**src/rtl/hazard_stall_ctrl.sv**
```systemverilog
// Pipeline hazard/stall controller: drives the per-stage en/clear controls,
// tracks multi-cycle EX ops and keeps saturating stall/flush counters.
//
// Ports:
//   clk, rst            clock, synchronous active-high reset
//   id_rs1/id_rs2       ID-stage source registers (+ *_used qualifiers)
//   ex_rd, ex_mem_read  EX-stage destination register, EX is a load
//   ex_branch_taken     EX redirects the PC
//   ex_mc_start         first EX cycle of a multi-cycle op
//   mc_done             multi-cycle result valid pulse
//   dmem_stall          data memory not ready
//   perf_clr            clear both performance counters
//   pc_en, *_en/*_clear PC and pipeline register controls
//   stall_cycles        cycles with pc_en=0
//   flush_count         branch flushes issued
//   mc_busy             FSM waiting on the multi-cycle unit
module hazard_stall_ctrl #(
    parameter int REG_ADDR_W = 5,
    parameter int CNT_WIDTH  = 32
) (
    input  logic                  clk,
    input  logic                  rst,
    input  logic [REG_ADDR_W-1:0] id_rs1,
    input  logic [REG_ADDR_W-1:0] id_rs2,
    input  logic                  id_rs1_used,
    input  logic                  id_rs2_used,
    input  logic [REG_ADDR_W-1:0] ex_rd,
    input  logic                  ex_mem_read,
    input  logic                  ex_branch_taken,
    input  logic                  ex_mc_start,
    input  logic                  mc_done,
    input  logic                  dmem_stall,
    input  logic                  perf_clr,
    output logic                  pc_en,
    output logic                  if_id_en,
    output logic                  if_id_clear,
    output logic                  id_ex_en,
    output logic                  id_ex_clear,
    output logic                  ex_mem_en,
    output logic                  ex_mem_clear,
    output logic                  mem_wb_en,
    output logic                  mem_wb_clear,
    output logic [CNT_WIDTH-1:0]  stall_cycles,
    output logic [CNT_WIDTH-1:0]  flush_count,
    output logic                  mc_busy
);

    typedef enum logic {
        RUN     = 1'b0,
        MC_WAIT = 1'b1
    } state_t;

    state_t state;
    state_t state_nxt;
    logic   done_latch;
    logic   done_latch_nxt;

    logic mc_release;
    logic mc_stall;
    logic lu;
    logic rs1_hit;
    logic rs2_hit;

    // Mutually exclusive rule selects, highest priority first.
    logic sel_rst;
    logic sel_dmem;
    logic sel_mc;
    logic sel_br;
    logic sel_lu;

    // A result counts once it has arrived (now or earlier while memory
    // was stalling) and memory lets the pipe move this cycle.
    assign mc_release = (mc_done | done_latch) & ~dmem_stall;

    assign mc_stall = ((state == RUN) & ex_mc_start)
                    | ((state == MC_WAIT) & ~mc_release);

    assign rs1_hit = id_rs1_used & (id_rs1 == ex_rd);
    assign rs2_hit = id_rs2_used & (id_rs2 == ex_rd);

    // x0 never carries a real dependency.
    assign lu = ex_mem_read & (ex_rd != '0) & (rs1_hit | rs2_hit);

    assign sel_rst  = rst;
    assign sel_dmem = ~rst & dmem_stall;
    assign sel_mc   = ~rst & ~dmem_stall & mc_stall;
    assign sel_br   = ~rst & ~dmem_stall & ~mc_stall & ex_branch_taken;
    assign sel_lu   = ~rst & ~dmem_stall & ~mc_stall & ~ex_branch_taken
                    & lu;

    assign mc_busy = (state == MC_WAIT);

    // ---------------- control outputs ----------------
    // Bubbles and flushes are always en=1, clear=1 because the
    // pipeline registers only honour clear while enabled.
    always_comb begin
        pc_en        = 1'b1;
        if_id_en     = 1'b1;
        if_id_clear  = 1'b0;
        id_ex_en     = 1'b1;
        id_ex_clear  = 1'b0;
        ex_mem_en    = 1'b1;
        ex_mem_clear = 1'b0;
        mem_wb_en    = 1'b1;
        mem_wb_clear = 1'b0;
        unique case (1'b1)
            sel_rst: begin
                pc_en        = 1'b0;
                if_id_clear  = 1'b1;
                id_ex_clear  = 1'b1;
                ex_mem_clear = 1'b1;
                mem_wb_clear = 1'b1;
            end
            sel_dmem: begin
                pc_en        = 1'b0;
                if_id_en     = 1'b0;
                id_ex_en     = 1'b0;
                ex_mem_en    = 1'b0;
                mem_wb_clear = 1'b1;
            end
            sel_mc: begin
                pc_en        = 1'b0;
                if_id_en     = 1'b0;
                id_ex_en     = 1'b0;
                ex_mem_clear = 1'b1;
            end
            sel_br: begin
                if_id_clear  = 1'b1;
                id_ex_clear  = 1'b1;
            end
            sel_lu: begin
                pc_en        = 1'b0;
                if_id_en     = 1'b0;
                id_ex_clear  = 1'b1;
            end
            default: begin
            end
        endcase
    end

    // ---------------- multi-cycle FSM ----------------
    always_comb begin
        state_nxt      = state;
        done_latch_nxt = done_latch;
        unique case (state)
            RUN: begin
                // A stray mc_done here is ignored.
                done_latch_nxt = 1'b0;
                if (ex_mc_start) begin
                    state_nxt = MC_WAIT;
                end
            end
            MC_WAIT: begin
                if (mc_release) begin
                    state_nxt      = RUN;
                    done_latch_nxt = 1'b0;
                end else if (mc_done & dmem_stall) begin
                    done_latch_nxt = 1'b1;
                end
            end
            default: begin
                state_nxt      = RUN;
                done_latch_nxt = 1'b0;
            end
        endcase
    end

    always_ff @(posedge clk) begin
        if (rst) begin
            state      <= RUN;
            done_latch <= 1'b0;
        end else begin
            state      <= state_nxt;
            done_latch <= done_latch_nxt;
        end
    end

    // ---------------- performance counters ----------------
    logic stall_inc;
    logic flush_inc;

    assign stall_inc = ~pc_en & ~(&stall_cycles);
    assign flush_inc = sel_br & ~(&flush_count);

    always_ff @(posedge clk) begin
        if (rst) begin
            stall_cycles <= '0;
            flush_count  <= '0;
        end else begin
            if (perf_clr) begin
                stall_cycles <= '0;
            end else if (stall_inc) begin
                stall_cycles <= stall_cycles + CNT_WIDTH'(1);
            end
            if (perf_clr) begin
                flush_count <= '0;
            end else if (flush_inc) begin
                flush_count <= flush_count + CNT_WIDTH'(1);
            end
        end
    end

endmodule
```
**config.mk**
```make
export PLATFORM = sky130hd
export DESIGN_NAME = hazard_stall_ctrl
export DESIGN_NICKNAME = d
export VERILOG_FILES = /design/src/rtl/hazard_stall_ctrl.sv
export SDC_FILE = /design/constraint.sdc
export NUM_CORES = 1
export LEC_CHECK = 0
export CAP_MARGIN = 20
export CORE_ASPECT_RATIO = 0.5
export CORE_UTILIZATION = 51
export CTS_CLUSTER_SIZE = 25
export DETAILED_ROUTE_END_ITERATION = 12
export PLACE_DENSITY = 0.85
export SLEW_MARGIN = 20
export SYNTH_ARGS = -nofsm -noshare
export SYNTH_HDL_FRONTEND = slang
export SYNTH_SLANG_ARGS = --single-unit
```
**constraint.sdc**
```tcl
create_clock -name clk -period 6 [get_ports clk]
set_clock_uncertainty 0.1 [all_clocks]
set_input_delay 0.6 -clock clk [delete_from_list [all_inputs] [get_ports clk]]
set_output_delay 0.6 -clock clk [all_outputs]
set_load 0.01 [all_outputs]
```
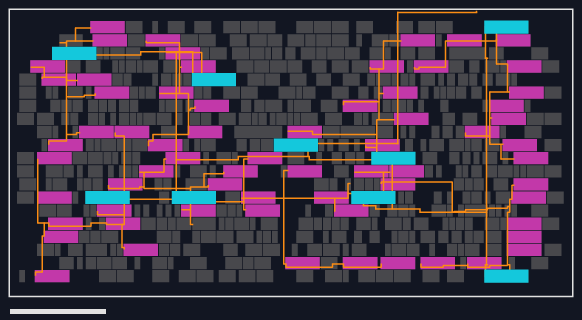
run_1/clock_map.png
Bar = 20 um.
orange -> clock wires  # length 889 um
cyan -> cells driving clock nets  # count 9
magenta -> flip-flops  # count 66
flops lie = all over the die
routed clock nets = 10
relative contribution of the clock network to total power: 49.4%
clk latency late pin: 0.34 ns

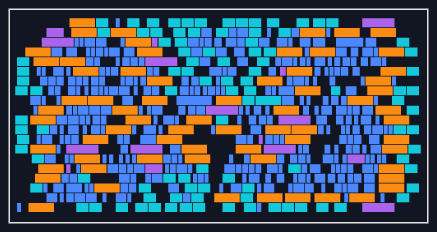
run_1/cell_classes.png
orange -> flip-flops  # cells 66, share of their area 29%
purple -> clock drivers and dummy loads  # cells 16, share of their area 6.2%
cyan -> other buffers and delay cells  # cells 99, share of their area 22%
blue -> all other logic  # cells 332, share of their area 43%
# rows: 20
final core area utilization: 75.4%
register fraction of the total cell area: 28.2%
Core Area: 6210 um^2

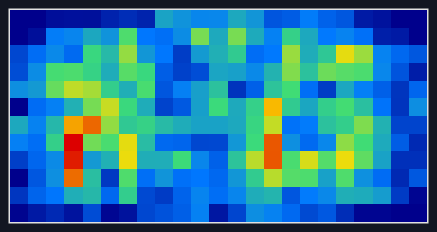
run_1/wire_density.png
The die is cut into 23 by 12 equal tiles; dark blue is low, red is high, scaled to the fullest tile. Values are wire area over tile area, all layers added.
fullest tile = 0.57
tiles over half the peak = 18%
mean over tiles = 0.18
nearly empty tiles = 5.4%
post-detailed-route wirelength per cell: 13.2 um
WL final: 7.93 mm
vias: 3154
total routing usage reported by global routing: 23.9%

-- run 1: cell type report --
type | count | share of cell area [%]
flip-flops and latches | 66 | 28.2
inverters | 13 | 1.04
well taps | 88 | 2.35
repair buffers | 99 | 21.3
clock inverters | 2 | 0.214
clock buffers | 14 | 5.86
multi-input cells | 319 | 41.0
-- run 1: worst reg2reg max path, stage by stage, from the launching register on --
cell       delay (ns)
dfxtp_1          0.47
nor2b_1          0.13
a2111oi_4        0.44
o31a_1           0.57
and2_4           0.29
or3b_1           0.37
xnor2_1          0.17
nor2_1           0.05
-- run 1: Yosys cell counts, drive strengths merged (2+ instances only) --
cell type / instances / area, um^2
or2: 4 / 25.0
nand4: 31 / 200
nor3: 13 / 65.1
o21ai: 4 / 20.0
and4: 4 / 35.0
nor2b: 3 / 18.8
clkbuf: 9 / 33.8
and2: 2 / 15.0
inv: 13 / 48.8
mux2i: 2 / 20.0
or3: 10 / 62.6
dfxtp: 66 / 1320
buf: 6 / 31.3
a21oi: 6 / 30.0
nor2: 81 / 304
xnor2: 22 / 193
and3: 12 / 75.1
nand3: 33 / 170
nor4: 2 / 27.5
ha: 2 / 25.0
xor2: 44 / 385
nand2: 29 / 111
-- run 1: registers in the layout, indices dropped and copies added, names as in the netlist --
signal        cells
done_latch        1
stall_cycles     32
mc_busy           1
flush_count      32
-- run 1: layer usage --
layer / GRT usage, % / routed length, um / vias to the layer above
met1: 28.9 / 3640 / 1455
met4: 11.0 / 140 / 0
met3: 7.16 / 380 / 14
li1: - / - / 1599
met2: 40.0 / 3770 / 86
met5: 0 / 0 / -
==> impl_report.txt, run 1 <==
IMPLEMENTATION SUMMARY REPORT
----------------------------------------------------
[GRT]
  Vias in the first global route ........................ 2780

[Power and ir drop]
  Power per cell area ........................ 214 nW/um^2
  Combinational group share of total power ........................ 6.4%
  P_leak ........................ 1.59 nW
  Combinational gate power ........................ 0.0646 mW

[Final timing]
  Final-layout worst hold slack ........................ 0.417 ns
  Max Transition Viols Final ........................ 0
  Aggregate negative setup slack ........................ 0 ns
  Tightest slew margin relative to the limit ........................ 41.3%
  Setup repair after global routing missed its margin ........................ false
  Pin slew with the least headroom to its limit ........................ 0.881 ns

[Critical path]
  Largest driver fanout on the critical path ........................ 30
  WP data arrival ........................ 2.98 ns
  Most repeated library cell on the critical path ........................ clkdlybuf4s50_1
  Startpoint class of the critical path ........................ input port

[Flow run]
  Tally of max-capacitance violations ........................ 0

[Final layout]
  Commonest cells after routing, fill and taps aside ........................ 97 x clkdlybuf4s50_1, 81 x nor2_1, 66 x dfxtp_1
  Final design instance area without fill ........................ 4680 um^2
  Nets@finish ........................ 535
  Final Non-Filler Cells ........................ 601

[Worst hold path]
  Worst Hold Class ........................ flip-flop to flip-flop

[Clock tree]
  Clock Sink Count ........................ 66
  Clock transition at the register clock pins on the worst setup and hold paths after CTS ........................ 0.05 ns
  Clock root cell ........................ clkbuf_16
  Post-CTS Setup Repair Bufs ........................ 0
  Inserted Clock Buffers ........................ 9
  CTS Hold Bufs ........................ 0
  Longest Clk Path Bufs ........................ 2
  Post-cts sizing count ........................ 0

[Synthesis]
  Simple-gate portion of the synthesized area ........................ 34.5%
  Ao+oa area frac ........................ 3.96%
  Largest combinational cell category by area ........................ simple AND/OR/NAND/NOR gates
  Post-synthesis cell count ........................ 413

[Route]
  DR pass1 iterations ........................ 4
  Number of routed nets with antenna violations ........................ 0
  Drt drc ........................ 0

[Place]
  Cell area after placement ........................ 4400 um^2
  DP Wirelength ........................ 5.52 mm
  Final Wtd Congestion ........................ 0.773

[Outcome]
  Status ........................ complete, no violations

[Die]
  DIE WIDTH ........................ 117 um
  Die boundary height ........................ 59.3 um

----------------------------------------------------
==> run 2: changes to the inputs <==
Settings changed: CORE_UTILIZATION 51 to 47, PLACE_DENSITY 0.85 to 0.8.
Clock period 6 ns to 3.4 ns, I/O delays scaled along.
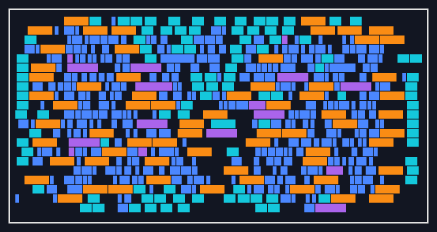
run_2/cell_classes.png
orange -> flip-flops  # cells 66, share of their area 29%
purple -> clock drivers and dummy loads  # cells 16, share of their area 6.6%
cyan -> other buffers and delay cells  # cells 101, share of their area 22%
blue -> all other logic  # cells 332, share of their area 43%
# rows: 21
Core Area: 6780 um^2
final core area utilization: 69.6%

==> run 2 against run 1 <==
Wire length up 1.2%; design area up 0.88%; via count down 0.32%; synthesized area unchanged; final cell count up 1.0%; synthesized cell count did not move; largest power group unchanged.
==> impl_report.txt, run 2 <==
IMPLEMENTATION SUMMARY REPORT
----------------------------------------------------
[Critical path]
  Largest driver fanout on the critical path ........................ 6
  Most repeated library cell on the critical path ........................ clkdlybuf4s50_1
  Critical Path Source ........................ ex_rd[1]
  Startpoint class of the critical path ........................ input port
  WP data arrival ........................ 2.39 ns

[Route]
  DR pass1 iterations ........................ 5
  Vias ........................ 3144
  WL final ........................ 8.03 mm
  Post-detailed-route wirelength per cell ........................ 13.2 um
  Drt drc ........................ 0
  Number of routed nets with antenna violations ........................ 0

[GRT]
  Total routing usage reported by global routing ........................ 21.9%
  Vias in the first global route ........................ 2771
  Number of antenna violations at the first check in global routing ........................ 0

[Clock tree]
  Clock root cell ........................ clkbuf_16
  Post-cts sizing count ........................ 0
  Post-CTS Setup Repair Bufs ........................ 0
  Longest Clk Path Bufs ........................ 2
  Inserted Clock Buffers ........................ 9
  TritonCTS clock tree ........................ yes
  CTS Hold Bufs ........................ 0
  Clock transition at the register clock pins on the worst setup and hold paths after CTS ........................ 0.05 ns
  Clk latency late pin ........................ 0.33 ns

[Power and ir drop]
  Power per cell area ........................ 388 nW/um^2
  P_leak ........................ 1.61 nW

[Outcome]
  Status ........................ complete, no violations

[Final layout]
  Nets@finish ........................ 537
  Regs by FF count ........................ flush_count x32, stall_cycles x32

[Synthesis]
  Post-synthesis cell count ........................ 413
  Simple-gate portion of the synthesized area ........................ 34.5%
  Dominant cell by count in the synthesized netlist ........................ nor2_1
  Distinct lib cells ........................ 44
  Largest combinational cell category by area ........................ simple AND/OR/NAND/NOR gates
  Top cell types by occurrence after synthesis ........................ 81 x nor2_1, 66 x dfxtp_1, 44 x xor2_1
  Most area-consuming cells after synthesis ........................ dfxtp_1 39%, xor2_1 11%, nor2_1 9.1%
  Library cell with the largest summed area after synthesis ........................ dfxtp_1
  Top cell type's share of synthesized area ........................ 39.4%

[Final timing]
  Aggregate negative setup slack ........................ 0 ns
  Final-layout worst hold slack ........................ 0.402 ns
  Tightest slew margin relative to the limit ........................ 56.3%
  Setup repair after global routing missed its margin ........................ false
  Max Transition Viols Final ........................ 0
  Pin slew with the least headroom to its limit ........................ 0.651 ns

[Die]
  Die boundary height ........................ 61.7 um
  DIE WIDTH ........................ 121 um

[Flow run]
  Total tool warning count ........................ 26
  Tally of max-capacitance violations ........................ 0

[Place]
  DP Wirelength ........................ 5.68 mm
  Final Wtd Congestion ........................ 0.787

[Worst hold path]
  Worst Hold Class ........................ flip-flop to flip-flop

----------------------------------------------------
## run 2: power by group
group          switching (mW)  internal (mW)
clock                   0.331          0.603
sequential            0.00416          0.777
combinational          0.0547         0.0618
## run 2: worst min path at each step
stage,to,startpoint
global placement,stall_cycles[19],stall_cycles[19]
detailed placement,stall_cycles[19],stall_cycles[19]
floorplan,mc_busy,rst
CTS,stall_cycles[19],stall_cycles[19]
global route,stall_cycles[29],stall_cycles[29]
finish,flush_count[31],flush_count[31]
## run 2: cell type report
class                   instances  area [um^2]  area share (%)
clock buffers                  11          253            5.35
clock inverters                 5         52.6            1.11
inverters                      13         48.8            1.03
multi-input cells             319         1920            40.6
flip-flops and latches         66         1320            28.0
well taps                      92          115            2.44
repair buffers                101         1010            21.5
## run 2: kinds of logic after synthesis
kind of cell,after synthesis
adder cells (fa/ha/maj),2
multiplexers,2
other,1
flip-flops,66
AND-OR/OR-AND,18
XOR/XNOR,66
AND/OR/NAND/NOR,230
buffers and inverters,28
## run 2: worst reg2reg max path, stage by stage (launching register included)
cell	delay, ns
dfxtp_1	0.42
nand4_1	0.25
nor4b_1	0.43
and4_1	0.42
nand2_2	0.29
nand2_1	0.30
nor3_1	0.12
mux2i_1	0.12
## run 2: per-stage QoR
step | area (um^2) | cells | util [%]
global placement | 4420 | 591 | 65.1
global route | 4720 | 607 | 69.6
detailed placement | 4420 | 591 | 65.1
CTS | 4720 | 607 | 69.6
finish | 4720 | 607 | 69.6
floorplan | 3350 | 413 | -
## run 2: per-layer routing
metal	share of wire, %	track usage, %	vias to the layer above
met4	1.1	7.76	0
met3	3.4	6.20	9
li1	-	-	1604
met5	0	0	-
met2	47	36.6	65
met1	49	27.8	1466
==> run 3: changes to the inputs <==
Settings changed: CORE_UTILIZATION 47 to 43, PLACE_DENSITY 0.8 to 0.77.
Clock period 3.4 ns to 2.6 ns, I/O delays scaled along.
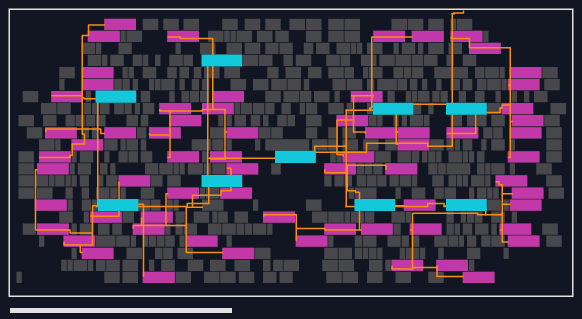
run_3/clock_map.png
Bar = 50 um.
orange -> clock wires  # length 853 um
cyan -> cells driving clock nets  # count 9
magenta -> flip-flops  # count 66
flops lie = all over the die
relative contribution of the clock network to total power: 47.7%
clk latency late pin: 0.33 ns

==> run 3 against run 2 <==
Power is 23% higher; clock power rose by about 20%; combinational power rose by 38%; critical path depth is 1 higher; hold slack got worse by 0.00066 ns; die area is 9.1% higher; register-to-register slack got worse by 0.66 ns; critical endpoint is now id_ex_clear.
==> impl_report.txt, run 3 <==
IMPLEMENTATION SUMMARY REPORT
----------------------------------------------------
[Route]
  DR pass1 iterations ........................ 4
  Drt drc ........................ 0
  Vias ........................ 3201
  Post-detailed-route wirelength per cell ........................ 13.1 um
  WL final ........................ 8.21 mm
  Number of routed nets with antenna violations ........................ 0

[Synthesis]
  Dominant register cell ........................ dfxtp_1
  Library cell with the largest summed area after synthesis ........................ dfxtp_1
  Distinct lib cells ........................ 44
  Dominant cell by count in the synthesized netlist ........................ nor2_1
  Ys cells ........................ 413
  Top cell types by occurrence after synthesis ........................ 81 x nor2_1, 66 x dfxtp_1, 44 x xor2_1
  Top cell type's share of synthesized area ........................ 39.4%
  Post-synthesis cell count ........................ 413
  Most area-consuming cells after synthesis ........................ dfxtp_1 39%, xor2_1 11%, nor2_1 9.1%

[Die]
  Effective utilization at floorplan ........................ 45.1%
  # rows ........................ 22
  Core Area ........................ 7430 um^2
  DIE WIDTH ........................ 127 um
  Die boundary height ........................ 64.4 um

[Final timing]
  Max Transition Viols Final ........................ 0
  Final-layout worst hold slack ........................ 0.402 ns
  Tightest slew margin relative to the limit ........................ 61.6%
  Pin slew with the least headroom to its limit ........................ 0.576 ns
  Setup repair after global routing missed its margin ........................ false

[Power and ir drop]
  NetSw ........................ 0.477 mW
  Share of total power in sequential cells ........................ 45.2%
  Cell internal power dissipation ........................ 1.78 mW
  Power consumed by sequential cells ........................ 1.02 mW
  Power per cell area ........................ 471 nW/um^2
  Top power consumer group ........................ the clock network
  Net switching share of the total power ........................ 21.1%
  P_leak ........................ 1.67 nW
  Peak supply drop ........................ 0.000306 V
  Power in the clock group ........................ 1.08 mW
  Combinational group share of total power ........................ 7.1%
  Combinational gate power ........................ 0.160 mW

[GRT]
  Total routing usage reported by global routing ........................ 21.0%
  Vias in the first global route ........................ 2891
  Number of antenna violations at the first check in global routing ........................ 0

[Clock tree]
  Longest Clk Path Bufs ........................ 2
  TritonCTS clock tree ........................ yes
  Clock Sink Count ........................ 66
  Clock transition at the register clock pins on the worst setup and hold paths after CTS ........................ 0.05 ns
  Clock root cell ........................ clkbuf_16

[Place]
  Cell count after placement ........................ 611
  DP Wirelength ........................ 5.95 mm
  Final Wtd Congestion ........................ 0.790

[Final layout]
  Nets@finish ........................ 554
  Area grow syn2layout ........................ 43.2%
  Commonest cells after routing, fill and taps aside ........................ 94 x clkdlybuf4s50_1, 81 x nor2_1, 66 x dfxtp_1
  Final Non-Filler Cells ........................ 625
  Regs by FF count ........................ flush_count x32, stall_cycles x32

[Worst hold path]
  Worst Hold Class ........................ flip-flop to flip-flop

[Critical path]
  Type of element capturing the critical path ........................ output port
  Startpoint class of the critical path ........................ input port
  Crit-path cells ........................ clkdlybuf4s50_1 -> or3_1 -> o311a_1 -> nand2_1 -> nor2_1 -> or2_2 -> dlygate4sd2_1
  Slowest cell on the critical path ........................ clkdlybuf4s50_1
  Largest driver fanout on the critical path ........................ 3
  Largest stage delay, worst path ........................ 0.46 ns

[Flow run]
  Tally of max-capacitance violations ........................ 0
  Total tool warning count ........................ 26

[Outcome]
  Status ........................ complete, no violations

----------------------------------------------------
-- run 3: cell type report --
class / instances / area, um^2 / area share (%)
Tap cell: 96 / 120 / 2.50
Inverter: 13 / 48.8 / 1.02
Clock buffer: 13 / 260 / 5.42
Multi-Input combinational cell: 319 / 1920 / 40.1
Timing Repair Buffer: 118 / 1120 / 23.4
Sequential cell: 66 / 1320 / 27.5
-- run 3: per-stage QoR --
stage	util, %	TNS (ns)	instance area (um^2)	setup WS, ns
after floorplan	-	0	3350	0.445
after global routing	64.6	0	4800	0.0430
final	64.6	0	4800	0.130
after detailed placement	60.9	-0.826	4530	-0.0930
after CTS	64.5	0	4790	0.103
after global placement	60.9	-0.158	4530	-0.0620
-- run 3: logic make-up after synthesis --
family | share of synthesized area [%]
mux | 0.597
xor+xnor | 17.2
simple gates | 34.5
other cells | 0.112
buf+inv | 3.40
fa+ha+maj | 0.746
compound gates | 3.96
flops | 39.4
-- run 3: path summary, 6_finish.rpt --
check / startpoint / endpoint / slack, ns / depth (start not counted)
setup / recovery: ex_rd[1] / id_ex_clear / 0.13 / 7
hold / removal: stall_cycles[19] / stall_cycles[19] / 0.40 / 2
setup reg to reg: flush_count[1] / flush_count[5] / 0.17 / 9
hold reg to reg: stall_cycles[19] / stall_cycles[19] / 0.40 / 2
-- run 3: repair_timing --
item                                    in CTS  in global routing
hold buffers                                 0                  0
endpoints found under the setup margin       3                  4
hold endpoints to repair                     0                  0
buffers inserted                             1                  0
gates resized                                3                  1
gates cloned                                 0                  0
-- run 3: layer usage --
layer	up-vias	share of wire [%]	GRT usage, %
met1	1493	47	25.6
met2	59	48	36.1
li1	1637	-	-
met4	0	1.5	7.59
met3	12	3.3	5.37
met5	-	0	0

==> notes/layouts.md <==
Pictures saved along the way, in no particular order.

Clock routing.
picture 1
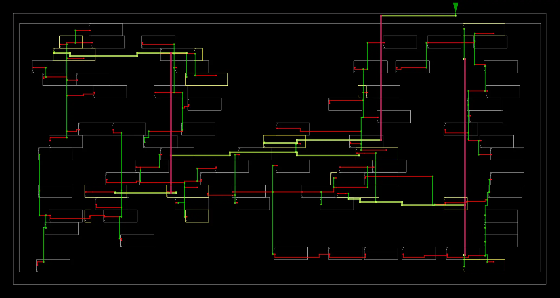
picture 2
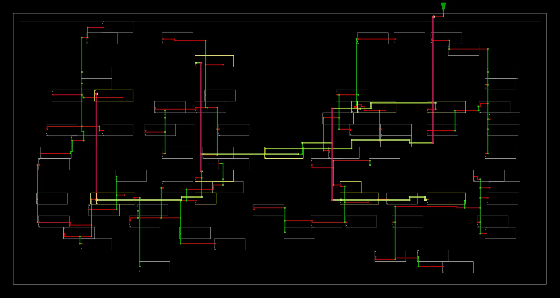
picture 3
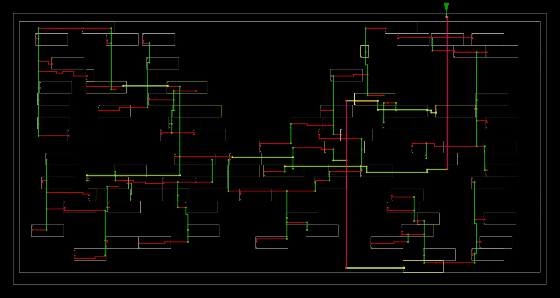
- run 2 = picture 3
- run 3 = picture 2
- run 1 = picture 1

Power and IR drop assume default switching activity.
